**src/rtl/define_pkg.sv**
```systemverilog
// Shared types and constants for the SA input feeder.
package DEFINE_PKG;

    localparam int SRAM_ADDR_SIZE  = 10;
    localparam int FEED_SKEW_DEPTH = 3;

    typedef enum logic [1:0] {
        IDLE,
        STREAM,
        FLUSH,
        DONE
    } FEED_STATE_t;

endpackage

```
**src/rtl/FIFO.sv**
```systemverilog
// Small synchronous FIFO with a fall-through read port and an occupancy count.
module FIFO #(
    parameter int W     = 16,
    parameter int DEPTH = 4,
    localparam int AW   = $clog2(DEPTH),
    localparam int CW   = AW + 1
) (
    input  logic          clk,
    input  logic          resetn,
    input  logic          push,
    input  logic [W-1:0]  wdata,
    input  logic          pop,
    output logic [W-1:0]  rdata,
    output logic          empty,
    output logic          full,
    output logic [CW-1:0] count
);

    logic [DEPTH-1:0][W-1:0] mem_q;
    logic [AW-1:0]           wptr_q, rptr_q;
    logic [CW-1:0]           cnt_q;
    logic                    push_ok, pop_ok;

    assign empty   = (cnt_q == '0);
    assign full    = (cnt_q == CW'(DEPTH));
    assign count   = cnt_q;
    assign rdata   = mem_q[rptr_q];
    assign push_ok = push && !full;
    assign pop_ok  = pop && !empty;

    // Storage, pointers and occupancy; pointers wrap naturally at DEPTH.
    always_ff @(posedge clk or negedge resetn) begin
        if (!resetn) begin
            mem_q  <= '0;
            wptr_q <= '0;
            rptr_q <= '0;
            cnt_q  <= '0;
        end else begin
            if (push_ok) begin
                mem_q[wptr_q] <= wdata;
                wptr_q        <= wptr_q + 1'b1;
            end
            if (pop_ok)
                rptr_q <= rptr_q + 1'b1;
            cnt_q <= cnt_q + CW'(push_ok) - CW'(pop_ok);
        end
    end

endmodule

```
**src/rtl/sa_input_feeder_skew.sv**
```systemverilog
// Diagonal skew for the SA input bus: lane j is delayed by j beats.
// Every lane ends in a register, so the outputs are registered.
module sa_feed_skew
    import DEFINE_PKG::*;
#(
    parameter int LANES  = FEED_SKEW_DEPTH + 1,
    parameter int LANE_W = 4
) (
    input  logic                         clk,
    input  logic                         resetn,
    input  logic                         adv,
    input  logic [LANES-1:0][LANE_W-1:0] din,
    output logic [LANES-1:0][LANE_W-1:0] dout
);

    genvar j;
    for (j = 0; j < LANES; j++) begin : g_lane
        logic [j:0][LANE_W-1:0] sr_q;

        if (j == 0) begin : g_direct
            // Lane 0 is just the output register.
            always_ff @(posedge clk or negedge resetn) begin
                if (!resetn)  sr_q <= '0;
                else if (adv) sr_q <= din[j];
            end
        end else begin : g_shift
            // Shift one stage per beat; the oldest entry drives the output.
            always_ff @(posedge clk or negedge resetn) begin
                if (!resetn)  sr_q <= '0;
                else if (adv) sr_q <= {sr_q[j-1:0], din[j]};
            end
        end

        assign dout[j] = sr_q[j];
    end

endmodule

```
**src/rtl/sa_input_feeder.sv**
```systemverilog
// Streams activation rows from SRAM through a prefetch FIFO into the
// skewed 4-lane input bus of the SA array, then flushes the skew with zeros.
module sa_input_feeder
    import DEFINE_PKG::*;
#(
    parameter int ADDR_W   = SRAM_ADDR_SIZE,
    parameter int DATA_W   = 16,
    parameter int PF_DEPTH = 4
) (
    input  logic              clk,
    input  logic              resetn,
    input  logic              start,
    input  logic [ADDR_W-1:0] base_addr,
    input  logic [7:0]        num_rows,
    output logic              sram_rd_en,
    output logic [ADDR_W-1:0] sram_rd_addr,
    input  logic              sram_rd_gnt,
    input  logic [DATA_W-1:0] sram_rd_data,
    output logic [3:0][3:0]   feed_in,
    output logic              feed_valid,
    output logic              busy,
    output logic              done
);

    localparam int CW = $clog2(PF_DEPTH) + 1;

    FEED_STATE_t       state_q, state_d;
    logic [ADDR_W-1:0] addr_q, addr_d;
    logic [7:0]        rows_q, rows_d;
    logic [7:0]        issued_q, issued_d;
    logic [7:0]        popped_q, popped_d;
    logic [1:0]        flush_q, flush_d;
    logic              inflight_q, inflight_d;
    logic              busy_q, busy_d;
    logic              done_q, done_d;
    logic              fvalid_q, fvalid_d;

    logic              rd_en, pop, beat;
    logic [3:0][3:0]   skew_din;
    logic [15:0]       fifo_rdata;
    logic              fifo_empty, fifo_full;
    logic [CW-1:0]     fifo_cnt;

    // Prefetch buffer; the read issued last cycle lands here this cycle.
    FIFO #(.W(16), .DEPTH(PF_DEPTH)) u_pf (
        .clk    (clk),
        .resetn (resetn),
        .push   (inflight_q),
        .wdata  (sram_rd_data[15:0]),
        .pop    (pop),
        .rdata  (fifo_rdata),
        .empty  (fifo_empty),
        .full   (fifo_full),
        .count  (fifo_cnt)
    );

    sa_feed_skew #(.LANES(4), .LANE_W(4)) u_skew (
        .clk    (clk),
        .resetn (resetn),
        .adv    (beat),
        .din    (skew_din),
        .dout   (feed_in)
    );

    // Next-state: job control, read issue, pop and flush sequencing.
    always_comb begin
        state_d    = state_q;
        addr_d     = addr_q;
        rows_d     = rows_q;
        issued_d   = issued_q;
        popped_d   = popped_q;
        flush_d    = flush_q;
        busy_d     = busy_q;
        done_d     = 1'b0;
        rd_en      = 1'b0;
        pop        = 1'b0;
        beat       = 1'b0;
        skew_din   = '0;

        // busy drops the cycle after the done pulse.
        if (done_q) busy_d = 1'b0;

        case (state_q)
            IDLE: begin
                if (start && !busy_q) begin
                    addr_d   = base_addr;
                    rows_d   = num_rows;
                    issued_d = '0;
                    popped_d = '0;
                    flush_d  = '0;
                    busy_d   = 1'b1;
                    state_d  = (num_rows == '0) ? DONE : STREAM;
                end
            end
            STREAM: begin
                // Count the in-flight read so the FIFO can never overflow.
                rd_en = (issued_q < rows_q) &&
                        ((int'(fifo_cnt) + int'(inflight_q)) < PF_DEPTH);
                if (rd_en && sram_rd_gnt) begin
                    addr_d   = addr_q + 1'b1;
                    issued_d = issued_q + 1'b1;
                end
                // An empty FIFO stalls the skew, which keeps lanes aligned.
                if (!fifo_empty) begin
                    pop      = 1'b1;
                    beat     = 1'b1;
                    skew_din = fifo_rdata;
                    popped_d = popped_q + 1'b1;
                    if (popped_d == rows_q) state_d = FLUSH;
                end
            end
            FLUSH: begin
                beat    = 1'b1;
                flush_d = flush_q + 1'b1;
                if (flush_q == 2'(FEED_SKEW_DEPTH - 1)) state_d = DONE;
            end
            DONE: begin
                done_d  = 1'b1;
                state_d = IDLE;
            end
            default: state_d = IDLE;
        endcase
    end

    assign inflight_d = rd_en && sram_rd_gnt;
    assign fvalid_d   = beat;

    // State and control registers; reset aborts any running job.
    always_ff @(posedge clk or negedge resetn) begin
        if (!resetn) begin
            state_q    <= IDLE;
            addr_q     <= '0;
            rows_q     <= '0;
            issued_q   <= '0;
            popped_q   <= '0;
            flush_q    <= '0;
            inflight_q <= 1'b0;
            busy_q     <= 1'b0;
            done_q     <= 1'b0;
            fvalid_q   <= 1'b0;
        end else begin
            state_q    <= state_d;
            addr_q     <= addr_d;
            rows_q     <= rows_d;
            issued_q   <= issued_d;
            popped_q   <= popped_d;
            flush_q    <= flush_d;
            inflight_q <= inflight_d;
            busy_q     <= busy_d;
            done_q     <= done_d;
            fvalid_q   <= fvalid_d;
        end
    end

    assign sram_rd_en   = rd_en;
    assign sram_rd_addr = addr_q;
    assign feed_valid   = fvalid_q;
    assign busy         = busy_q;
    assign done         = done_q;

endmodule

```
**config.mk**
```make
export PLATFORM = sky130hd
export DESIGN_NAME = sa_input_feeder
export DESIGN_NICKNAME = d
export VERILOG_FILES = /design/src/rtl/define_pkg.sv /design/src/rtl/FIFO.sv /design/src/rtl/sa_input_feeder_skew.sv /design/src/rtl/sa_input_feeder.sv
export SDC_FILE = /design/constraint.sdc
export NUM_CORES = 1
export LEC_CHECK = 0
export CORE_UTILIZATION = 52
export DETAILED_ROUTE_END_ITERATION = 12
export HOLD_SLACK_MARGIN = 0.05
export MAX_ROUTING_LAYER = met4
export PLACE_DENSITY = 0.76
export SLEW_MARGIN = 0
export SYNTH_ARGS = -nofsm -noshare
export SYNTH_HDL_FRONTEND = slang
export SYNTH_SLANG_ARGS = --single-unit
```
**constraint.sdc**
```tcl
create_clock -name clk -period 2.3 [get_ports clk]
set_input_delay 0.69 -clock clk [delete_from_list [all_inputs] [get_ports clk]]
set_output_delay 0.69 -clock clk [all_outputs]
set_load 0.005 [all_outputs]
```
**Run 1: PDN straps and rails**

Bar = 20 µm. Pins as bars on the die edge.
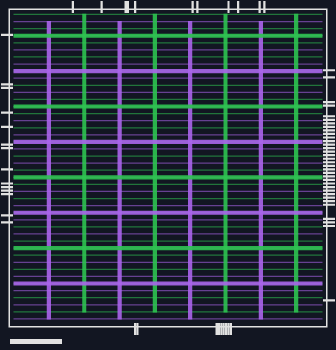
colour	net
purple	VSS
green	VDD
met5 straps	8
signal pins	68

**Run 1: placement by cell class**

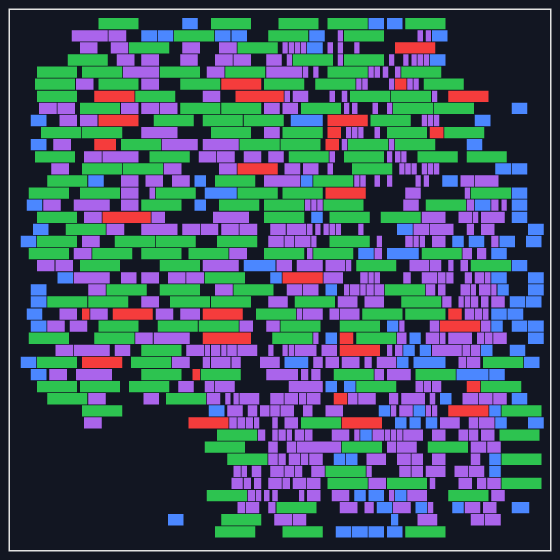
colour	class	cells	share of their area
purple	combinational and other logic	415	38%
red	clock drivers and dummy loads	31	6.9%
blue	other buffers and delay cells	109	12%
green	flops	153	43%

**Run 1: clock wires, drivers and flops**

Bar = 20 µm.
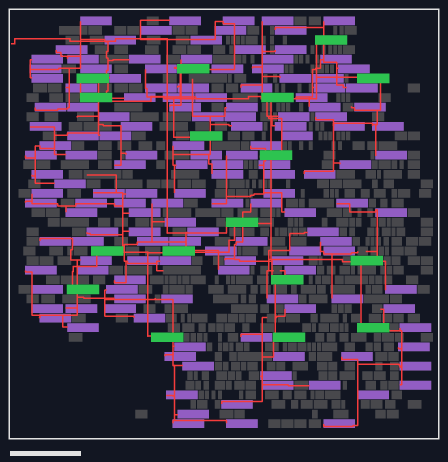
[purple] flip-flops | count: 153
[red] clock wires | length: 1,800 µm
[green] clock drivers | count: 17
routed clock nets	18

**Run 1: metal layers overlaid**

Bar = 20 µm.
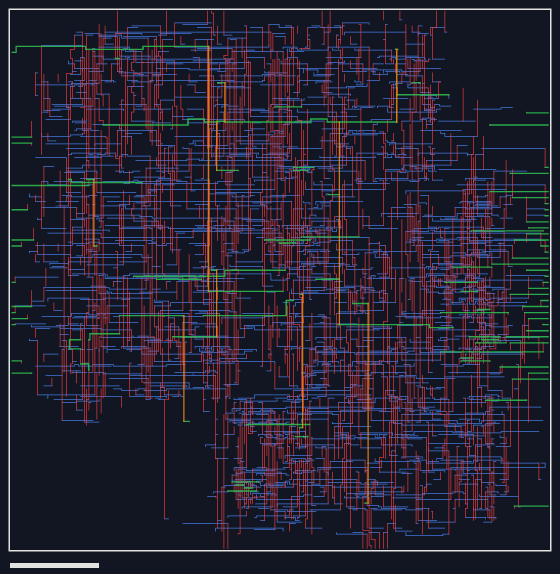
colour	layer	wire length
red	metal 2	7,710 µm
orange	metal 4	265 µm
blue	metal 1	6,740 µm
green	metal 3	753 µm

==> flow_metrics.env, run 1 <==
# physical design summary
export IMPL_cts_root_buf="clkbuf_16"
export IMPL_maxUsedRoutingLayer="met4"
export IMPL_synth_edff_count=0
export IMPL_globalplace_congestion=0.860
export IMPL_n_antenna_cell=0
export IMPL_cp_startpoint="rows_q[1]"
export IMPL_violations="setup timing"
export IMPL_fin_ws_ps=-233
export IMPL_powerDensity_mw_per_mm2=647
export IMPL_synthFlopType="dfrtp_1"
export IMPL_path_clk_slew_ps=60
export IMPL_area_delta_synth_final_pct=22.6
export IMPL_taps=180
export IMPL_rr_endpoint="u_pf.count[2]"
export IMPL_maxPowerGroup="clock"
export IMPL_cpMaxStageDelayCell="or3b_1"
export IMPL_top_level_ports=68
export IMPL_die_w_um=121
export IMPL_htree_levels=4
export IMPL_dp_cells=852
export IMPL_drv_cap=0
export IMPL_finalSetupViolCount=1
export IMPL_route_met3_wl_um=752
export IMPL_yosys_top_cells_area="dfrtp_1 52%, mux2_2 11%, mux4_2 4.9%"
export IMPL_synthDistinctLibCells=56
export IMPL_status="finished with violations"
export IMPL_warning_count=35
export IMPL_setup_worst_path_end="sram_rd_en"
export IMPL_clk_share_pct=6.69
export IMPL_ys_sh_adder_pct=4.15
export IMPL_critPathMaxStageDelay_ps=360
export IMPL_p_comb_share_pct=4.1
export IMPL_hold_viol_final=0
export IMPL_fin_total_pwr_w=0.00588
export IMPL_cts_resized=8
export IMPL_holdWs_ps=191
export IMPL_top_cell="dfrtp_1"
export IMPL_skew_ps=5.99
export IMPL_ff_latch_area_mm2=0.00383
export IMPL_comb_cell_power_w=0.000239
export IMPL_rsz0062_at_grt="yes"
**Run 1: clock routing**

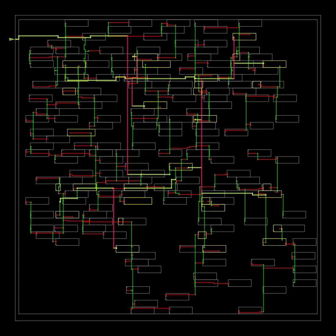

==> run 1 -> run 2 <==
Settings changed: RECOVER_POWER set to 100.
**Run 2: clock routing**

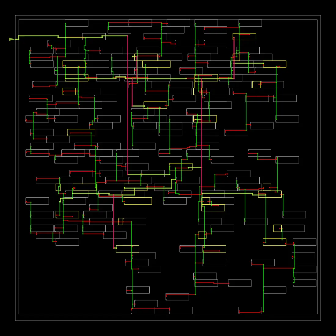
clk_lat worst skew: 420 ps
cts bufs inserted: 17

==> flow_metrics.env, run 2 <==
# physical design summary
export IMPL_route_met3_wl_um=713
export IMPL_worstSetupPathType="register to primary output"
export IMPL_stdcell_area_mm2=0.00906
export IMPL_yosys_top_cells_area="dfrtp_1 52%, mux2_2 11%, mux4_2 4.9%"
export IMPL_syn_inst=609
export IMPL_synth_edff_count=0
export IMPL_taps=180
export IMPL_ff_latch_area_mm2=0.00383
export IMPL_comb_cell_power_w=0.000231
export IMPL_critPathMaxStageDelay_ps=360
export IMPL_htree_levels=4
export IMPL_rsz0062_at_grt="yes"
export IMPL_rr_endpoint="u_pf.count[2]"
export IMPL_synthDistinctLibCells=56
export IMPL_synthFlopType="dfrtp_1"
export IMPL_die_w_um=121
export IMPL_fin_total_pwr_w=0.00587
export IMPL_top_cell="dfrtp_1"
export IMPL_clock_sinks=153
export IMPL_dp_cells=852
export IMPL_cpMaxStageDelayCell="or3b_1"
export IMPL_wl_met1_mm=6.70
export IMPL_logic_family="multiplexers"
export IMPL_warning_count=35
export IMPL_period_used_pct=110
export IMPL_status="finished with violations"
export IMPL_maxPowerGroup="clock"
export IMPL_clk_share_pct=6.71
export IMPL_p_leak_nw=4.13
export IMPL_hold_viol_final=0
export IMPL_area_delta_synth_final_pct=22.2
export IMPL_setup_worst_path_end="sram_rd_en"
export IMPL_nClkBuffers=18
export IMPL_drv_cap=0
export IMPL_drive_gt1_share_pct=27.1
export IMPL_top_level_ports=68
export IMPL_ys_sh_adder_pct=4.15
export IMPL_totalWireLength_mm=15.4
export IMPL_top_usage_layer="met2"
export IMPL_drc=0
export IMPL_cts_resized=8
export IMPL_finalSetupViolCount=1
export IMPL_vias=5024
export IMPL_globalplace_congestion=0.860
export IMPL_skew_ps=6.83
export IMPL_r2r_start="state_q[1]"
export IMPL_violations="setup timing"
export IMPL_fin_ws_ps=-232
export IMPL_cp_startpoint="rows_q[1]"
export IMPL_n_antenna_cell=0
export IMPL_powerDensity_mw_per_mm2=648
export IMPL_final_cells=888
export IMPL_maxUsedRoutingLayer="met4"
export IMPL_cts_root_buf="clkbuf_16"
export IMPL_p_comb_share_pct=3.9
export IMPL_yosysTopAreaCell="dfrtp_1"
export IMPL_path_clk_slew_ps=60
export IMPL_holdWs_ps=463
**Run 2: PDN straps and rails**

Bar = 20 µm. Pins as bars on the die edge.
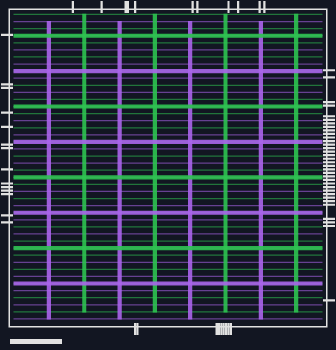
colour	net
green	VDD
purple	VSS
rows	43
met1 rails	44
signal pins	68
met5 straps	8
met4 straps	8

==> run 2 -> run 3 <==
Settings changed: SLEW_MARGIN 0 to unset.
**Run 3: clock wires, drivers and flops**

Bar = 20 µm.
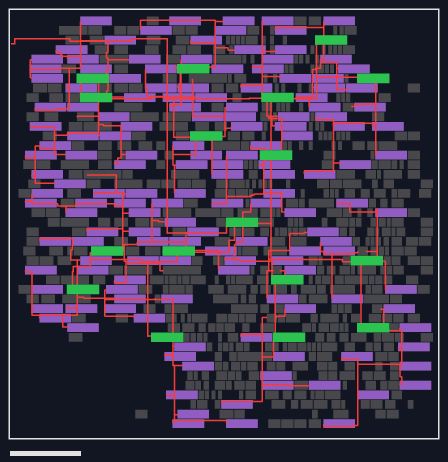
[green] clock drivers | count: 17
[red] clock wires | length: 1,790 µm
[purple] flip-flops | count: 153
flops lie	spread over the die
routed clock nets	18

**Run 3: placement by cell class**

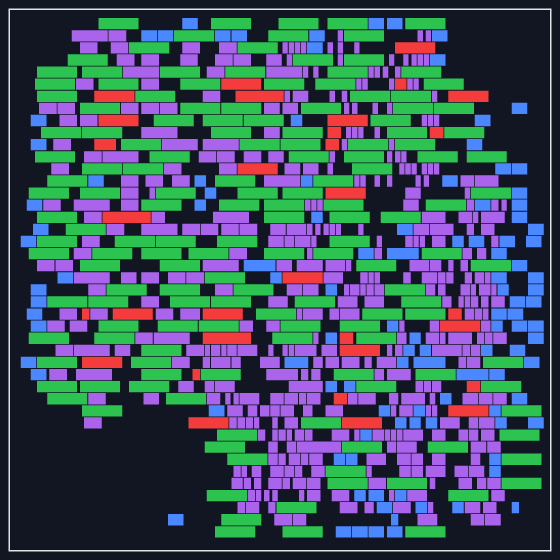
colour	class	cells	share of their area
purple	combinational and other logic	415	38%
red	clock drivers and dummy loads	31	6.9%
green	flops	153	43%
blue	other buffers and delay cells	109	12%

==> flow_metrics.env, run 3 <==
# physical design summary
export IMPL_cpMaxStageDelayCell="or3b_1"
export IMPL_violations="setup timing"
export IMPL_finalSetupViolCount=1
export IMPL_cts_resized=8
export IMPL_clock_sinks=153
export IMPL_cp_startpoint="rows_q[1]"
export IMPL_n_antenna_cell=0
export IMPL_rsz0062_at_grt="yes"
export IMPL_comb_area_mm2=0.00327
export IMPL_flops=153
export IMPL_ys_sh_mux_pct=16.5
export IMPL_drc=0
export IMPL_vias=5024
export IMPL_cts_buffers=17
export IMPL_top_cell="dfrtp_1"
export IMPL_stdcell_area_mm2=0.00906
export IMPL_grt_max_degree=61
export IMPL_die_w_um=121
export IMPL_logic_family="multiplexers"
export IMPL_grt_pass1_vias=5288
export IMPL_powerDensity_mw_per_mm2=648
export IMPL_taps=180
export IMPL_cts_root_buf="clkbuf_16"
export IMPL_path_clk_slew_ps=60
export IMPL_clk_share_pct=6.71
export IMPL_htree_levels=4
export IMPL_syn_inst=609
export IMPL_final_cells=888
export IMPL_clock_path_buffers=2
export IMPL_skew_ps=6.83
export IMPL_warning_count=35
export IMPL_yosysTopAreaCell="dfrtp_1"
export IMPL_synthDistinctLibCells=56
export IMPL_r2r_start="state_q[1]"
export IMPL_ff_latch_area_mm2=0.00383
export IMPL_worstSetupPathType="register to primary output"
export IMPL_hold_buffers=0
export IMPL_status="finished with violations"
export IMPL_fin_ws_ps=-232
export IMPL_max_freq_ghz=0.395
export IMPL_drive_gt1_share_pct=27.1
export IMPL_nClkBuffers=18
export IMPL_clk_latency_ps=420
export IMPL_synth_edff_count=0
export IMPL_comb_cell_power_w=0.000231
export IMPL_rr_endpoint="u_pf.count[2]"
export IMPL_yosys_top_cells_area="dfrtp_1 52%, mux2_2 11%, mux4_2 4.9%"
export IMPL_totalWireLength_mm=15.4
export IMPL_hold_viol_final=0
export IMPL_ys_sh_adder_pct=4.15
export IMPL_top_usage_layer="met2"
export IMPL_area_delta_synth_final_pct=22.2
export IMPL_p_comb_share_pct=3.9
export IMPL_period_used_pct=110
export IMPL_wl_met1_mm=6.70
export IMPL_sh_seq_area_pct=42.3
export IMPL_critPathMaxStageDelay_ps=360
export IMPL_route_met3_wl_um=713
export IMPL_globalplace_congestion=0.860
export IMPL_async_flop_share_pct=100
export IMPL_fin_total_pwr_w=0.00587
export IMPL_maxUsedRoutingLayer="met4"
